<file path="config.mk">
export PLATFORM = sky130hd
export DESIGN_NAME = sr_pulse_sequencer_flat
export DESIGN_NICKNAME = d
export VERILOG_FILES = /design/src/rtl/sr_pulse_sequencer_if.sv /design/src/rtl/sr_pulse_sequencer.sv /design/src/flat_wrapper.sv
export SDC_FILE = /design/constraint.sdc
export NUM_CORES = 1
export LEC_CHECK = 0
export ABC_AREA = 1
export CAP_MARGIN = 20
export CORE_UTILIZATION = 25
export DETAILED_ROUTE_END_ITERATION = 12
export GPL_TIMING_DRIVEN = 0
export PLACE_DENSITY = 0.46
export SYNTH_ARGS = -nofsm -noshare
export SYNTH_HDL_FRONTEND = slang
export SYNTH_SLANG_ARGS = --single-unit
</file>
<file path="constraint.sdc">
create_clock -name clk -period 1.9 [get_ports clk]
set_input_delay 0.19 -clock clk [delete_from_list [all_inputs] [get_ports clk]]
set_output_delay 0.19 -clock clk [all_outputs]
set_load 0.02 [all_outputs]
</file>
<file path="src/rtl/sr_pulse_sequencer_if.sv">
// Button inputs and latch-drive outputs of the SR pulse sequencer.
// The master side drives the buttons; the slave side is the sequencer itself.
interface sr_pulse_sequencer_if;
  logic       set_btn;
  logic       clr_btn;
  logic       S_bar;
  logic       R_bar;
  logic       busy;
  logic [7:0] drop_cnt;

  modport master (
    output set_btn, clr_btn,
    input  S_bar, R_bar, busy, drop_cnt
  );

  modport slave (
    input  set_btn, clr_btn,
    output S_bar, R_bar, busy, drop_cnt
  );
endinterface

</file>
<file path="src/rtl/sr_pulse_sequencer.sv">
// Synchronizes and debounces set/clear buttons and issues interlocked active-low S_bar/R_bar pulses.
// Define SR_PENDING_EN to add a one-deep buffer for requests that arrive while busy.
module sr_pulse_sequencer #(
  parameter int unsigned DEBOUNCE_CYCLES = 4,
  parameter int unsigned PULSE_CYCLES    = 3,
  parameter int unsigned GAP_CYCLES      = 2
) (
  input logic                 clk,
  input logic                 rst,
  sr_pulse_sequencer_if.slave bus
);
  localparam int unsigned PH_MAX = (PULSE_CYCLES > GAP_CYCLES) ? PULSE_CYCLES : GAP_CYCLES;
  localparam int unsigned DB_W   = $clog2(DEBOUNCE_CYCLES + 1);
  localparam int unsigned PH_W   = $clog2(PH_MAX + 1);
  localparam logic [DB_W-1:0] DB_LAST = DB_W'(DEBOUNCE_CYCLES - 1);
  localparam logic [PH_W-1:0] P_LAST  = PH_W'(PULSE_CYCLES - 1);
  localparam logic [PH_W-1:0] G_LAST  = PH_W'((GAP_CYCLES > 0) ? GAP_CYCLES - 1 : 0);

  typedef enum logic [1:0] {
    ST_IDLE        = 2'd0,
    ST_SET_PULSE   = 2'd1,
    ST_RESET_PULSE = 2'd2,
    ST_GAP         = 2'd3
  } state_e;

`ifdef SR_PENDING_EN
  typedef enum logic [1:0] {
    PEND_NONE = 2'd0,
    PEND_SET  = 2'd1,
    PEND_CLR  = 2'd2
  } pend_e;

  pend_e pend_q, pend_d;
`endif

  // Bit 0 carries the set path, bit 1 the clear path.
  logic [1:0]      sync1_q, sync1_d, sync2_q, sync2_d;
  logic [1:0]      level_q, level_d, level_dly_q, level_dly_d, req_q, req_d;
  logic [DB_W-1:0] db_cnt_q [2];
  logic [DB_W-1:0] db_cnt_d [2];
  state_e          state_q, state_d;
  logic [PH_W-1:0] ph_cnt_q, ph_cnt_d;
  logic            s_bar_q, s_bar_d, r_bar_q, r_bar_d, busy_q, busy_d;
  logic [7:0]      drop_cnt_q, drop_cnt_d;
  logic [8:0]      drop_sum_s;
  logic [1:0]      drop_inc_s;
  logic            done_s, set_req_s, clr_req_s;

  // Synchronizer, debounce counters and rising-edge request detection.
  always_comb begin
    sync1_d     = {bus.clr_btn, bus.set_btn};
    sync2_d     = sync1_q;
    level_dly_d = level_q;
    req_d       = level_q & ~level_dly_q;
    level_d     = level_q;
    for (int i = 0; i < 2; i++) begin
      if (sync2_q[i] == level_q[i]) begin
        db_cnt_d[i] = '0;
      end else if (db_cnt_q[i] == DB_LAST) begin
        level_d[i]  = ~level_q[i];
        db_cnt_d[i] = '0;
      end else begin
        db_cnt_d[i] = db_cnt_q[i] + 1'b1;
      end
    end
  end

  // Pulse FSM next state, drop accounting and next-state output decode.
  always_comb begin
    set_req_s  = req_q[0];
    clr_req_s  = req_q[1];
    state_d    = state_q;
    ph_cnt_d   = ph_cnt_q;
    drop_inc_s = 2'd0;
    done_s     = 1'b0;
`ifdef SR_PENDING_EN
    pend_d     = pend_q;
`endif
    if (state_q != ST_IDLE) begin
`ifdef SR_PENDING_EN
      // A clear replaces a buffered set; a set never displaces anything.
      if (clr_req_s && (pend_q == PEND_CLR)) begin
        drop_inc_s = 2'd1;
      end else if (clr_req_s) begin
        pend_d = PEND_CLR;
      end else begin
        pend_d = pend_q;
      end
      if (set_req_s && (pend_d != PEND_NONE)) begin
        drop_inc_s = drop_inc_s + 2'd1;
      end else if (set_req_s) begin
        pend_d = PEND_SET;
      end else begin
        drop_inc_s = drop_inc_s;
      end
`else
      drop_inc_s = {1'b0, set_req_s} + {1'b0, clr_req_s};
`endif
    end else begin
      drop_inc_s = {1'b0, set_req_s & clr_req_s};
    end

    case (state_q)
      ST_IDLE: begin
        if (clr_req_s) begin
          state_d  = ST_RESET_PULSE;
          ph_cnt_d = '0;
        end else if (set_req_s) begin
          state_d  = ST_SET_PULSE;
          ph_cnt_d = '0;
        end else begin
          state_d  = ST_IDLE;
        end
      end
      ST_SET_PULSE, ST_RESET_PULSE: begin
        if (ph_cnt_q == P_LAST) begin
          if (GAP_CYCLES > 0) begin
            state_d  = ST_GAP;
            ph_cnt_d = '0;
          end else begin
            done_s   = 1'b1;
          end
        end else begin
          ph_cnt_d = ph_cnt_q + 1'b1;
        end
      end
      ST_GAP: begin
        if (ph_cnt_q == G_LAST) begin
          done_s   = 1'b1;
        end else begin
          ph_cnt_d = ph_cnt_q + 1'b1;
        end
      end
      default: begin
        state_d  = ST_IDLE;
        ph_cnt_d = '0;
      end
    endcase

    if (done_s) begin
      ph_cnt_d = '0;
`ifdef SR_PENDING_EN
      if (pend_d == PEND_CLR) begin
        state_d = ST_RESET_PULSE;
      end else if (pend_d == PEND_SET) begin
        state_d = ST_SET_PULSE;
      end else begin
        state_d = ST_IDLE;
      end
      pend_d = PEND_NONE;
`else
      state_d = ST_IDLE;
`endif
    end else begin
      state_d = state_d;
    end

    s_bar_d    = (state_d != ST_SET_PULSE);
    r_bar_d    = (state_d != ST_RESET_PULSE);
    busy_d     = (state_d != ST_IDLE);
    drop_sum_s = {1'b0, drop_cnt_q} + {7'd0, drop_inc_s};
    drop_cnt_d = drop_sum_s[8] ? 8'hFF : drop_sum_s[7:0];
  end

  // All state and registered outputs.
  always_ff @(posedge clk) begin
    if (rst) begin
      sync1_q     <= 2'b00;
      sync2_q     <= 2'b00;
      level_q     <= 2'b00;
      level_dly_q <= 2'b00;
      req_q       <= 2'b00;
      for (int i = 0; i < 2; i++) begin
        db_cnt_q[i] <= '0;
      end
      state_q     <= ST_IDLE;
      ph_cnt_q    <= '0;
      s_bar_q     <= 1'b1;
      r_bar_q     <= 1'b1;
      busy_q      <= 1'b0;
      drop_cnt_q  <= 8'd0;
`ifdef SR_PENDING_EN
      pend_q      <= PEND_NONE;
`endif
    end else begin
      sync1_q     <= sync1_d;
      sync2_q     <= sync2_d;
      level_q     <= level_d;
      level_dly_q <= level_dly_d;
      req_q       <= req_d;
      for (int i = 0; i < 2; i++) begin
        db_cnt_q[i] <= db_cnt_d[i];
      end
      state_q     <= state_d;
      ph_cnt_q    <= ph_cnt_d;
      s_bar_q     <= s_bar_d;
      r_bar_q     <= r_bar_d;
      busy_q      <= busy_d;
      drop_cnt_q  <= drop_cnt_d;
`ifdef SR_PENDING_EN
      pend_q      <= pend_d;
`endif
    end
  end

  assign bus.S_bar    = s_bar_q;
  assign bus.R_bar    = r_bar_q;
  assign bus.busy     = busy_q;
  assign bus.drop_cnt = drop_cnt_q;
endmodule

</file>
<file path="src/flat_wrapper.sv">
// flat-port wrapper written by rule: the top's interface ports become plain ports
module sr_pulse_sequencer_flat 
#(
  parameter int unsigned DEBOUNCE_CYCLES = 4,
  parameter int unsigned PULSE_CYCLES    = 3,
  parameter int unsigned GAP_CYCLES      = 2
)
  (clk, rst, bus_set_btn, bus_clr_btn, bus_S_bar, bus_R_bar, bus_busy, bus_drop_cnt);
  sr_pulse_sequencer_if bus_i ();
  input logic clk;
  input logic rst;
  input wire logic [$bits(bus_i.set_btn)-1:0] bus_set_btn;
  input wire logic [$bits(bus_i.clr_btn)-1:0] bus_clr_btn;
  output wire logic [$bits(bus_i.S_bar)-1:0] bus_S_bar;
  output wire logic [$bits(bus_i.R_bar)-1:0] bus_R_bar;
  output wire logic [$bits(bus_i.busy)-1:0] bus_busy;
  output wire logic [$bits(bus_i.drop_cnt)-1:0] bus_drop_cnt;
  assign bus_i.set_btn = bus_set_btn;
  assign bus_i.clr_btn = bus_clr_btn;
  assign bus_S_bar = bus_i.S_bar;
  assign bus_R_bar = bus_i.R_bar;
  assign bus_busy = bus_i.busy;
  assign bus_drop_cnt = bus_i.drop_cnt;
  sr_pulse_sequencer #(.DEBOUNCE_CYCLES(DEBOUNCE_CYCLES), .PULSE_CYCLES(PULSE_CYCLES), .GAP_CYCLES(GAP_CYCLES)) u_core (.clk(clk), .rst(rst), .bus(bus_i));
endmodule
</file>
==> run_1/final_clocks.png <==
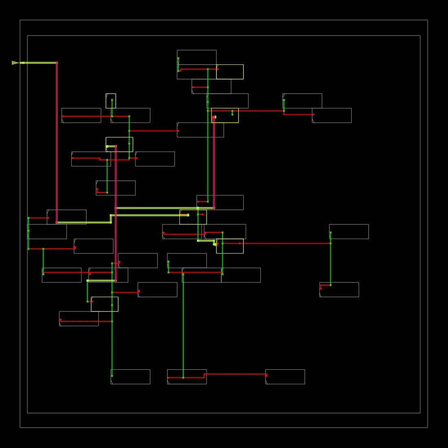
total clock buffers created by CTS: 5
Clock Skew: 0.00898 ns
total number of clock tree sinks: 31

==> run_1/registers.png <==
Bar = 20 um. Other sequential cells in the stronger gray, the rest of the logic in the fainter gray.
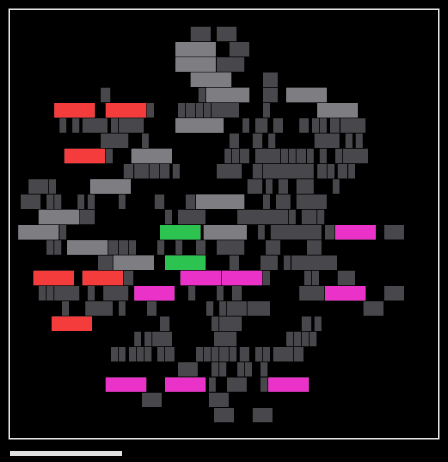
Green shows `u_core.level_dly_q`, flops 2. Magenta shows `u_core.bus.drop_cnt`, flops 8. Red shows `u_core.db_cnt_q`, flops 6.
Another 15 sequential cells are not colored.
post-route core utilization: 0.352
sequential cell area: 631 um^2
sequential logic power: 0.655 mW

==> run_1/gate_families.png <==
Bar = 20 um.
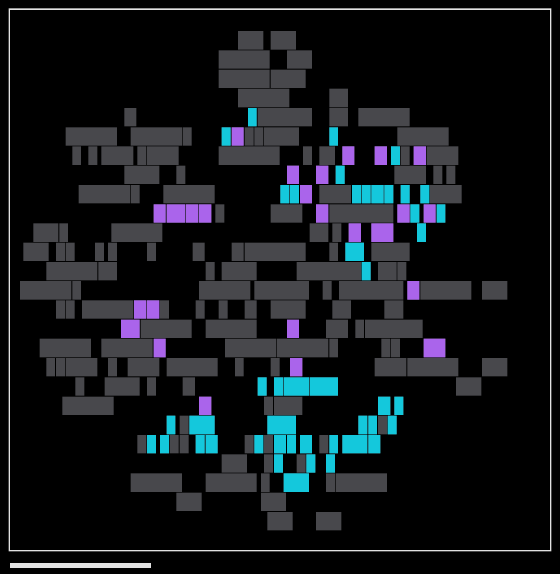
Purple shows inverting AOI/OAI gates, cells 25. Cyan shows NAND gates, cells 45.
Comb area share: 0.387
most common cell after layout, fill and taps aside: sky130_fd_sc_hd__nand2_1
fin cells: 274

==> tab_implementation.tex, run 1 <==
% Auto-generated results table
\begin{tabular}{lr}
\hline
Metric & Value \\
\hline
\multicolumn{2}{l}{\textbf{Route}} \\
Post-detailed-route DRC marker count & 0 \\
Via count of the routed design & 1103 \\
Antenna-violating nets left & 0 \\
Number of detailed-route iterations in the first pass & 4 \\
Uppermost signal routing layer after detailed routing & met4 \\
Routed len/inst & 9.00 um \\
Met3 WL & 91 um \\
\multicolumn{2}{l}{\textbf{Setup path}} \\
Critical Path Source Type & flip-flop \\
Path type of the worst setup path & flip-flop to flip-flop \\
Critical path, cell by cell & ha\_4 -> o21ai\_2 -> ha\_2 -> inv\_2 -> fa\_2 -> inv\_2 -> nand2\_4 -> nor2\_4 -> nand2\_4 -> nand3\_2 -> nand2\_1 -> inv\_1 \\
Number of cells on the worst reg-to-reg path & 12 \\
Critical path peak fanout & 6 \\
R2r endpoint & u\_core.bus.drop\_cnt[4] \\
Crit path max-delay cell type & sky130\_fd\_sc\_hd\_\_dfxtp\_4 \\
CP Capture Type & flip-flop \\
\multicolumn{2}{l}{\textbf{Yosys}} \\
Top cell types by occurrence after synthesis & sky130\_fd\_sc\_hd\_\_inv\_1 (34), sky130\_fd\_sc\_hd\_\_nand2\_1 (33), sky130\_fd\_sc\_hd\_\_dfxtp\_1 (31) \\
Avg Inst Size Synth & 7.77 um\^{}2 \\
Leading area contributor after synthesis & sky130\_fd\_sc\_hd\_\_dfxtp\_1 \\
YS warnings & 0 \\
Dominant cells by area after synthesis & sky130\_fd\_sc\_hd\_\_dfxtp\_1 (45\%), sky130\_fd\_sc\_hd\_\_ha\_1 (13\%), sky130\_fd\_sc\_hd\_\_inv\_1 (9.2\%) \\
Flops after synth & 31 \\
Mapped Nets & 197 \\
\multicolumn{2}{l}{\textbf{Power and ir drop}} \\
Fraction of power spent switching nets & 0.208 \\
Total power & 1.19 mW \\
Maximum ir drop on the vdd rail & 0.322 mV \\
Relative contribution of sequential cells to total power & 0.548 \\
Clk network pwr share & 0.432 \\
Proportion of power drawn by combinational gates & 0.020 \\
\multicolumn{2}{l}{\textbf{Timing}} \\
Max-slew headroom & 0.791 \\
Final count of hold timing violations & 0 \\
Share of the clock period used by the worst path after layout & 0.989 \\
Min Clock Period, post-route & 1.88 ns \\
Setup-failing EPs final & 0 \\
Fin. max-slew vios & 0 \\
Total Negative Setup Slacks & 0 ns \\
\multicolumn{2}{l}{\textbf{Min path}} \\
Worst hold path endpoint & u\_core.req\_q[1] \\
Number of stages on the worst hold path & 2 \\
Class of the most critical hold timing path & primary input to flip-flop \\
\multicolumn{2}{l}{\textbf{Floorplan}} \\
Number of placement rows & 26 \\
Starting density of the core & 0.266 \\
Die Width & 76.4 um \\
Well-Tap Cells & 70 \\
Core Region & 5200 um\^{}2 \\
Die Outline Area & 5830 um\^{}2 \\
Number of ports placed on the die boundary & 15 \\
\multicolumn{2}{l}{\textbf{Cells and area}} \\
Number of fill cells in the layout & 558 \\
Final nets & 223 \\
CLK BUF & 6 \\
Highest-count cells in the layout ignoring fill and taps & sky130\_fd\_sc\_hd\_\_nand2\_1 (32), sky130\_fd\_sc\_hd\_\_inv\_1 (28), sky130\_fd\_sc\_hd\_\_dfxtp\_1 (27) \\
FFs \& Latches & 31 \\
Clock buf/inv share & 0.0478 \\
Number of flip-flops in the largest register & 8 \\
\multicolumn{2}{l}{\textbf{Flow run}} \\
Number of violations of the max-capacitance limit & 0 \\
Number of OpenROAD warnings & 33 \\
\multicolumn{2}{l}{\textbf{Placed design}} \\
Placed Area & 1610 um\^{}2 \\
Worst setup slack before clock tree synthesis & -0.157 ns \\
\multicolumn{2}{l}{\textbf{Global routing}} \\
First-pass GRT wire length & 4310 um \\
Total Routing Usage GR & 0.0955 \\
Met2 track demand over resource & 0.146 \\
Met1 GRT Util & 0.112 \\
Overflow left after global routing & 0 \\
Grt peak-use layer & met2 \\
Via count of the first global-routing pass & 1060 \\
Number of antenna violations at the first check in global routing & 0 \\
\multicolumn{2}{l}{\textbf{Clocking}} \\
Root buf cell & sky130\_fd\_sc\_hd\_\_clkbuf\_8 \\
Register clock-pin slew on the reported worst setup and hold paths & 0.07 ns \\
Bufs on Longest Clock Path & 2 \\
Clock insertion delay at the later pin of the skew report & 0.28 ns \\
Number of buffers inserted for hold repair after clock tree synthesis & 0 \\
Setup Fix Bufs, Post-CTS & 3 \\
\multicolumn{2}{l}{\textbf{Run status}} \\
Run status & complete, no violations \\
\hline
\end{tabular}
run 1: power by group through the flow:
stage	sequential [mW]	combinational, mW	clock [mW]
final	0.655	0.0234	0.516
after global routing	0.655	0.0293	0.563
after CTS	0.657	0.0244	0.540
after detailed placement	0.672	0.0240	0
after global placement	0.672	0.0243	0
after floorplan	0.672	0.0149	0
run 1: kinds of logic (layout without fill, tap and decap cells):
family          after synthesis  count (layout)  synth area share
simple gates                 70              70             0.208
compound gates               25              25            0.0941
flops                        31              31             0.449
buf+inv                      36              62             0.101
xor+xnor                      1               1           0.00634
fa+ha+maj                    15              15             0.141
run 1: worst max-delay path, delay by kind of cell, from the launching register on:
kind	cells	cell delay, ns
buf+inv	3	0.16
compound gates	1	0.11
flops	1	0.36
fa+ha+maj	3	0.78
simple gates	5	0.42
## Run 2: what changed since run 1
--- a/config.mk
+++ b/config.mk
@@ -7,10 +7,12 @@
 export LEC_CHECK = 0
 export ABC_AREA = 1
 export CAP_MARGIN = 20
+export CELL_PAD_IN_SITES_DETAIL_PLACEMENT = 0
+export CELL_PAD_IN_SITES_GLOBAL_PLACEMENT = 1
 export CORE_UTILIZATION = 25
 export DETAILED_ROUTE_END_ITERATION = 12
 export GPL_TIMING_DRIVEN = 0
-export PLACE_DENSITY = 0.46
+export PLACE_DENSITY = 0.57
 export SYNTH_ARGS = -nofsm -noshare
 export SYNTH_HDL_FRONTEND = slang
 export SYNTH_SLANG_ARGS = --single-unit
==> run_2/registers.png <==
Bar = 20 um. Other sequential cells in the stronger gray, the rest of the logic in the fainter gray.
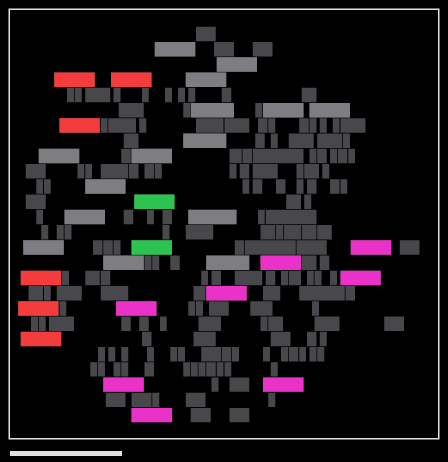
Red shows `u_core.db_cnt_q`, flops 6. Magenta shows `u_core.bus.drop_cnt`, flops 8. Green shows `u_core.level_dly_q`, flops 2.
Another 15 sequential cells are not colored.

==> run_2/final_clocks.png <==
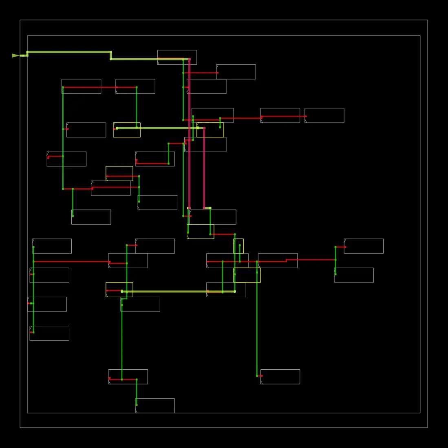
FFs & Latches: 31
Clock Skew: 0.00506 ns

==> run_2/gate_families.png <==
Bar = 20 um.
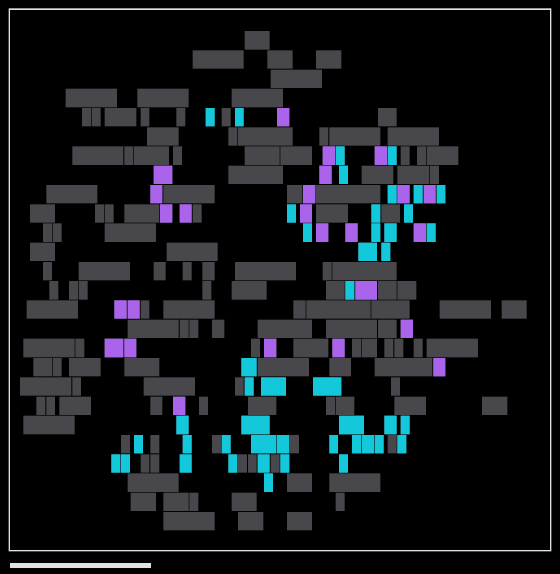
Cyan shows NAND gates, cells 45. Purple shows inverting AOI/OAI gates, cells 25.

==> tab_implementation.tex, run 2 <==
% Auto-generated results table
\begin{tabular}{lr}
\hline
Metric & Value \\
\hline
\multicolumn{2}{l}{\textbf{Setup path}} \\
Number of cells on the worst reg-to-reg path & 12 (unchanged) \\
Largest delay share family, worst path & adder cells \\
Critical path peak fanout & 6 (unchanged) \\
Critical path, cell by cell & ha\_4 -> o21ai\_2 -> ha\_2 -> inv\_2 -> fa\_2 -> inv\_2 -> nand2\_4 -> nor2\_4 -> nand2\_4 -> nand3\_2 -> nand2\_2 -> inv\_2 \\
Reg2reg setup slack & 0.03 ns \\
CP Capture Type & flip-flop \\
Crit path max-delay cell type & sky130\_fd\_sc\_hd\_\_dfxtp\_4 \\
Instance count on the critical path & 12 (unchanged) \\
Path type of the worst setup path & flip-flop to flip-flop \\
\multicolumn{2}{l}{\textbf{Timing}} \\
Min Clock Period, post-route & 1.87 ns (-0.00495 ns) \\
Fin. max-slew vios & 0 (unchanged) \\
Share of the clock period used by the worst path after layout & 0.986 (-0.00260) \\
Total Negative Setup Slacks & 0 ns (unchanged) \\
Final count of hold timing violations & 0 (unchanged) \\
\multicolumn{2}{l}{\textbf{Yosys}} \\
Adder share & 0.141 (unchanged) \\
Flops after synth & 31 (unchanged) \\
Avg Inst Size Synth & 7.77 um\^{}2 (unchanged) \\
Leading area contributor after synthesis & sky130\_fd\_sc\_hd\_\_dfxtp\_1 \\
Dominant cells by area after synthesis & sky130\_fd\_sc\_hd\_\_dfxtp\_1 (45\%), sky130\_fd\_sc\_hd\_\_ha\_1 (13\%), sky130\_fd\_sc\_hd\_\_inv\_1 (9.2\%) \\
Mapped Nets & 197 (unchanged) \\
Xor and xnor area share after synthesis & 0.00633 (unchanged) \\
Main logic family & simple AND/OR/NAND/NOR gates \\
AND-OR/OR-AND Cells, Area Fraction & 0.0941 (unchanged) \\
Async S/R FF share, synth & 0 \\
Top cell types by occurrence after synthesis & sky130\_fd\_sc\_hd\_\_inv\_1 (34), sky130\_fd\_sc\_hd\_\_nand2\_1 (33), sky130\_fd\_sc\_hd\_\_dfxtp\_1 (31) \\
Post-Synth Simple-Gate Area & 0.208 (unchanged) \\
\multicolumn{2}{l}{\textbf{Cells and area}} \\
Clock buf/inv share & 0.0477 (about the same) \\
Post-route core utilization & 0.352 (about the same) \\
Fin cells & 275 (+0.36\%) \\
Sequential cell area & 628 um\^{}2 (-0.40\%) \\
Post-route cell area & 1830 um\^{}2 \\
CLK BUF & 6 (unchanged) \\
Final nets & 224 (+0.45\%) \\
\multicolumn{2}{l}{\textbf{Power and ir drop}} \\
Proportion of power drawn by combinational gates & 0.021 (about the same) \\
Fraction of power spent switching nets & 0.206 (-0.00264) \\
Maximum ir drop on the vdd rail & 0.402 mV (+25\%) \\
Relative contribution of sequential cells to total power & 0.550 (+0.002) \\
\multicolumn{2}{l}{\textbf{Route}} \\
Routed len/inst & 9.32 um (+3.6\%) \\
Uppermost signal routing layer after detailed routing & met4 \\
Via count of the routed design & 1126 (+2.1\%) \\
Met3 WL & 93 um (+2.2\%) \\
Number of detailed-route iterations in the first pass & 4 (unchanged) \\
Post-detailed-route DRC marker count & 0 (unchanged) \\
Antenna-violating nets left & 0 (unchanged) \\
\multicolumn{2}{l}{\textbf{Clocking}} \\
Number of buffers inserted for hold repair after clock tree synthesis & 0 (unchanged) \\
Total number of clock tree sinks & 31 (unchanged) \\
Register clock-pin slew on the reported worst setup and hold paths & 0.07 ns (about the same) \\
Total clock buffers created by CTS & 5 (unchanged) \\
Root buf cell & sky130\_fd\_sc\_hd\_\_clkbuf\_8 \\
Clock insertion delay at the later pin of the skew report & 0.27 ns (about the same) \\
Bufs on Longest Clock Path & 2 (unchanged) \\
\multicolumn{2}{l}{\textbf{Min path}} \\
Number of stages on the worst hold path & 2 (unchanged) \\
Class of the most critical hold timing path & primary input to flip-flop \\
Worst hold path endpoint & u\_core.req\_q[0] \\
\multicolumn{2}{l}{\textbf{Global routing}} \\
Number of antenna violations at the first check in global routing & 0 (unchanged) \\
Total Routing Usage GR & 0.101 (+0.00544) \\
Via count of the first global-routing pass & 1076 (+1.5\%) \\
Overflow left after global routing & 0 (unchanged) \\
First-pass GRT wire length & 4550 um (+5.6\%) \\
\multicolumn{2}{l}{\textbf{Flow run}} \\
Number of OpenROAD warnings & 33 (unchanged) \\
Number of violations of the max-capacitance limit & 0 (unchanged) \\
\multicolumn{2}{l}{\textbf{Placed design}} \\
Placed Area & 1610 um\^{}2 (unchanged) \\
Worst setup slack before clock tree synthesis & -0.190 ns (-0.0324 ns) \\
\multicolumn{2}{l}{\textbf{Floorplan}} \\
Starting density of the core & 0.266 (unchanged) \\
Well-Tap Cells & 70 (unchanged) \\
Die Width & 76.4 um (unchanged) \\
Die Outline Area & 5830 um\^{}2 (unchanged) \\
Number of ports placed on the die boundary & 15 (unchanged) \\
Core Region & 5200 um\^{}2 (unchanged) \\
Number of placement rows & 26 (unchanged) \\
\multicolumn{2}{l}{\textbf{Run status}} \\
Run status & complete, no violations \\
\hline
\end{tabular}
## run 2: per-layer routing
layer  up-vias  track usage
met4         0       0.0577
met3         4       0.0359
met2        13        0.161
li1        605            -
met1       504        0.116
met5         -            0
## run 2: power by group through the flow
stage | logic [mW] | registers [mW] | clock network (mW)
global placement | 0.0250 | 0.672 | 0
detailed placement | 0.0250 | 0.672 | 0
floorplan | 0.0149 | 0.672 | 0
finish | 0.0246 | 0.656 | 0.511
CTS | 0.0251 | 0.657 | 0.538
global route | 0.0283 | 0.656 | 0.564
## run 2: timing repair
action | 4_1_cts | 5_1_grt
setup buffers | 3 | 4
resized | 18 | 8
pin swaps | 8 | 6
setup endpoints to repair | 8 | 8
## Run 3: what changed since run 2
--- a/config.mk
+++ b/config.mk
@@ -12,7 +12,8 @@
 export CORE_UTILIZATION = 25
 export DETAILED_ROUTE_END_ITERATION = 12
 export GPL_TIMING_DRIVEN = 0
-export PLACE_DENSITY = 0.57
+export PLACE_DENSITY_LB_ADDON = 0.1
+export SETUP_SLACK_MARGIN = 0.05
 export SYNTH_ARGS = -nofsm -noshare
 export SYNTH_HDL_FRONTEND = slang
 export SYNTH_SLANG_ARGS = --single-unit
==> run_3/metal_stack.png <==
Two of the layers only.
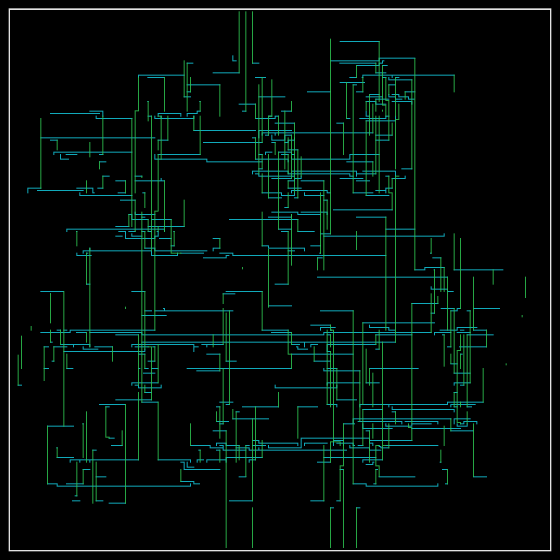
Green shows met2, wire length 1310 um. Cyan shows met1, wire length 1310 um.

==> run_3/gate_families.png <==
Bar = 20 um.
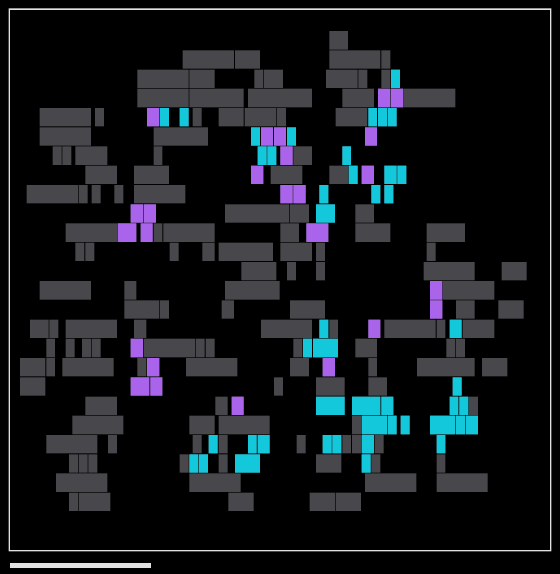
Purple shows inverting AOI/OAI gates, cells 25. Cyan shows NAND gates, cells 45.
fin cells: 277
Comb area share: 0.380

==> run_3/registers.png <==
Bar = 20 um. Other sequential cells in the stronger gray, the rest of the logic in the fainter gray.
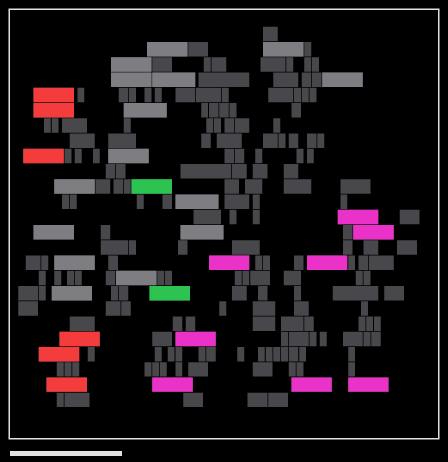
Magenta shows `u_core.bus.drop_cnt`, flops 8. Green shows `u_core.level_dly_q`, flops 2. Red shows `u_core.db_cnt_q`, flops 6.
Another 15 sequential cells are not colored.
sequential cell area: 626 um^2
fraction of standard cell area that is sequential: 0.343

==> tab_implementation.tex, run 3 <==
% Auto-generated results table
\begin{tabular}{lr}
\hline
Metric & Value \\
\hline
\multicolumn{2}{l}{\textbf{Timing}} \\
Fin. max-slew vios & 0 (unchanged) \\
Final count of hold timing violations & 0 (unchanged) \\
Min Clock Period, post-route & 1.87 ns (-0.00325 ns) \\
Clock Skew & 0.00318 ns (-0.00188 ns) \\
Total Negative Setup Slacks & 0 ns (unchanged) \\
\multicolumn{2}{l}{\textbf{Setup path}} \\
Number of cells on the worst reg-to-reg path & 13 (+1) \\
Worst path buffer plus inverter count & 4 \\
CP Capture Type & flip-flop \\
Destination of the critical timing path & u\_core.bus.drop\_cnt[5] \\
Crit path max-delay cell type & sky130\_fd\_sc\_hd\_\_dfxtp\_2 \\
Path type of the worst setup path & flip-flop to flip-flop \\
Reg2reg setup slack & 0.03 ns (about the same) \\
\multicolumn{2}{l}{\textbf{Clocking}} \\
Root buf cell & sky130\_fd\_sc\_hd\_\_clkbuf\_8 \\
Setup Fix Bufs, Post-CTS & 5 (+2) \\
Number of buffers inserted for hold repair after clock tree synthesis & 0 (unchanged) \\
Register clock-pin slew on the reported worst setup and hold paths & 0.07 ns (about the same) \\
Post-CTS Resized & 7 (-11) \\
Clock insertion delay at the later pin of the skew report & 0.28 ns (about the same) \\
Total clock buffers created by CTS & 5 (unchanged) \\
Total number of clock tree sinks & 31 (unchanged) \\
Bufs on Longest Clock Path & 2 (unchanged) \\
\multicolumn{2}{l}{\textbf{Yosys}} \\
Async S/R FF share, synth & 0 (unchanged) \\
Leading area contributor after synthesis & sky130\_fd\_sc\_hd\_\_dfxtp\_1 \\
Flops after synth & 31 (unchanged) \\
Top cell types by occurrence after synthesis & sky130\_fd\_sc\_hd\_\_inv\_1 (34), sky130\_fd\_sc\_hd\_\_nand2\_1 (33), sky130\_fd\_sc\_hd\_\_dfxtp\_1 (31) \\
Mapped Nets & 197 (unchanged) \\
Dominant cells by area after synthesis & sky130\_fd\_sc\_hd\_\_dfxtp\_1 (45\%), sky130\_fd\_sc\_hd\_\_ha\_1 (13\%), sky130\_fd\_sc\_hd\_\_inv\_1 (9.2\%) \\
\multicolumn{2}{l}{\textbf{Power and ir drop}} \\
Sequential logic power & 0.657 mW (about the same) \\
Int Pwr & 0.919 mW \\
Relative contribution of sequential cells to total power & 0.548 (-0.002) \\
Power attributed to combinational cells & 0.0243 mW (about the same) \\
Total clock network power & 0.518 mW (+1\%) \\
Fraction of power spent switching nets & 0.234 (+0.0280) \\
Proportion of power drawn by combinational gates & 0.020 (about the same) \\
\multicolumn{2}{l}{\textbf{Cells and area}} \\
Post-route cell area & 1830 um\^{}2 (-0.48\%) \\
Final nets & 225 (+0.45\%) \\
\multicolumn{2}{l}{\textbf{Route}} \\
Uppermost signal routing layer after detailed routing & met4 \\
Via count of the routed design & 1134 (+0.71\%) \\
Post-detailed-route DRC marker count & 0 (unchanged) \\
Routed len/inst & 9.91 um (+6.2\%) \\
Number of detailed-route iterations in the first pass & 4 (unchanged) \\
Antenna-violating nets left & 0 (unchanged) \\
Met3 WL & 85 um (-8.6\%) \\
\multicolumn{2}{l}{\textbf{Global routing}} \\
Number of antenna violations at the first check in global routing & 0 (unchanged) \\
Overflow left after global routing & 0 (unchanged) \\
Met2 track demand over resource & 0.173 (+0.0117) \\
First-pass GRT wire length & 4650 um (+2.3\%) \\
Grt peak-use layer & met2 \\
Via count of the first global-routing pass & 1095 (+1.8\%) \\
Largest net degree at the start of global routing & 12 \\
Total Routing Usage GR & 0.104 (+0.00266) \\
\multicolumn{2}{l}{\textbf{Floorplan}} \\
Number of ports placed on the die boundary & 15 (unchanged) \\
Number of placement rows & 26 (unchanged) \\
Core Region & 5200 um\^{}2 (unchanged) \\
Die Outline Area & 5830 um\^{}2 (unchanged) \\
\multicolumn{2}{l}{\textbf{Min path}} \\
Worst hold path endpoint & u\_core.req\_q[0] \\
Class of the most critical hold timing path & primary input to flip-flop \\
Number of stages on the worst hold path & 2 (unchanged) \\
\multicolumn{2}{l}{\textbf{Flow run}} \\
Number of OpenROAD warnings & 34 (+3.0\%) \\
\multicolumn{2}{l}{\textbf{Run status}} \\
Run status & complete, no violations \\
\multicolumn{2}{l}{\textbf{Placed design}} \\
Placed Area & 1650 um\^{}2 (+2.6\%) \\
Worst setup slack before clock tree synthesis & -0.173 ns (+0.0168 ns) \\
\hline
\end{tabular}
-- run 3: cell count changes in the layout (fill, tap and decap cells not counted), sizes merged --
| cell | change |
|---|---|
| clkinvlp | +2 |
| clkbuf | -1 |
| buf | +1 |
-- run 3: cell families after synthesis --
group | Yosys count | synth area share
fa+ha+maj | 15 | 0.141
buf+inv | 36 | 0.101
simple gates | 70 | 0.208
compound gates | 25 | 0.0941
flops | 31 | 0.449
xor+xnor | 1 | 0.00634
-- run 3: cell type report --
type,count,area (um^2),area share
multi-input cells,111,693,0.380
flip-flops and latches,31,626,0.343
repair buffers,21,190,0.104
inverters,34,128,0.0699
well taps,70,87.6,0.0480
clock buffers,5,68.8,0.0377
clock inverters,3,20.0,0.0110
plain buffers,2,12.5,0.00685
Power is estimated from default activity; no workload was simulated.
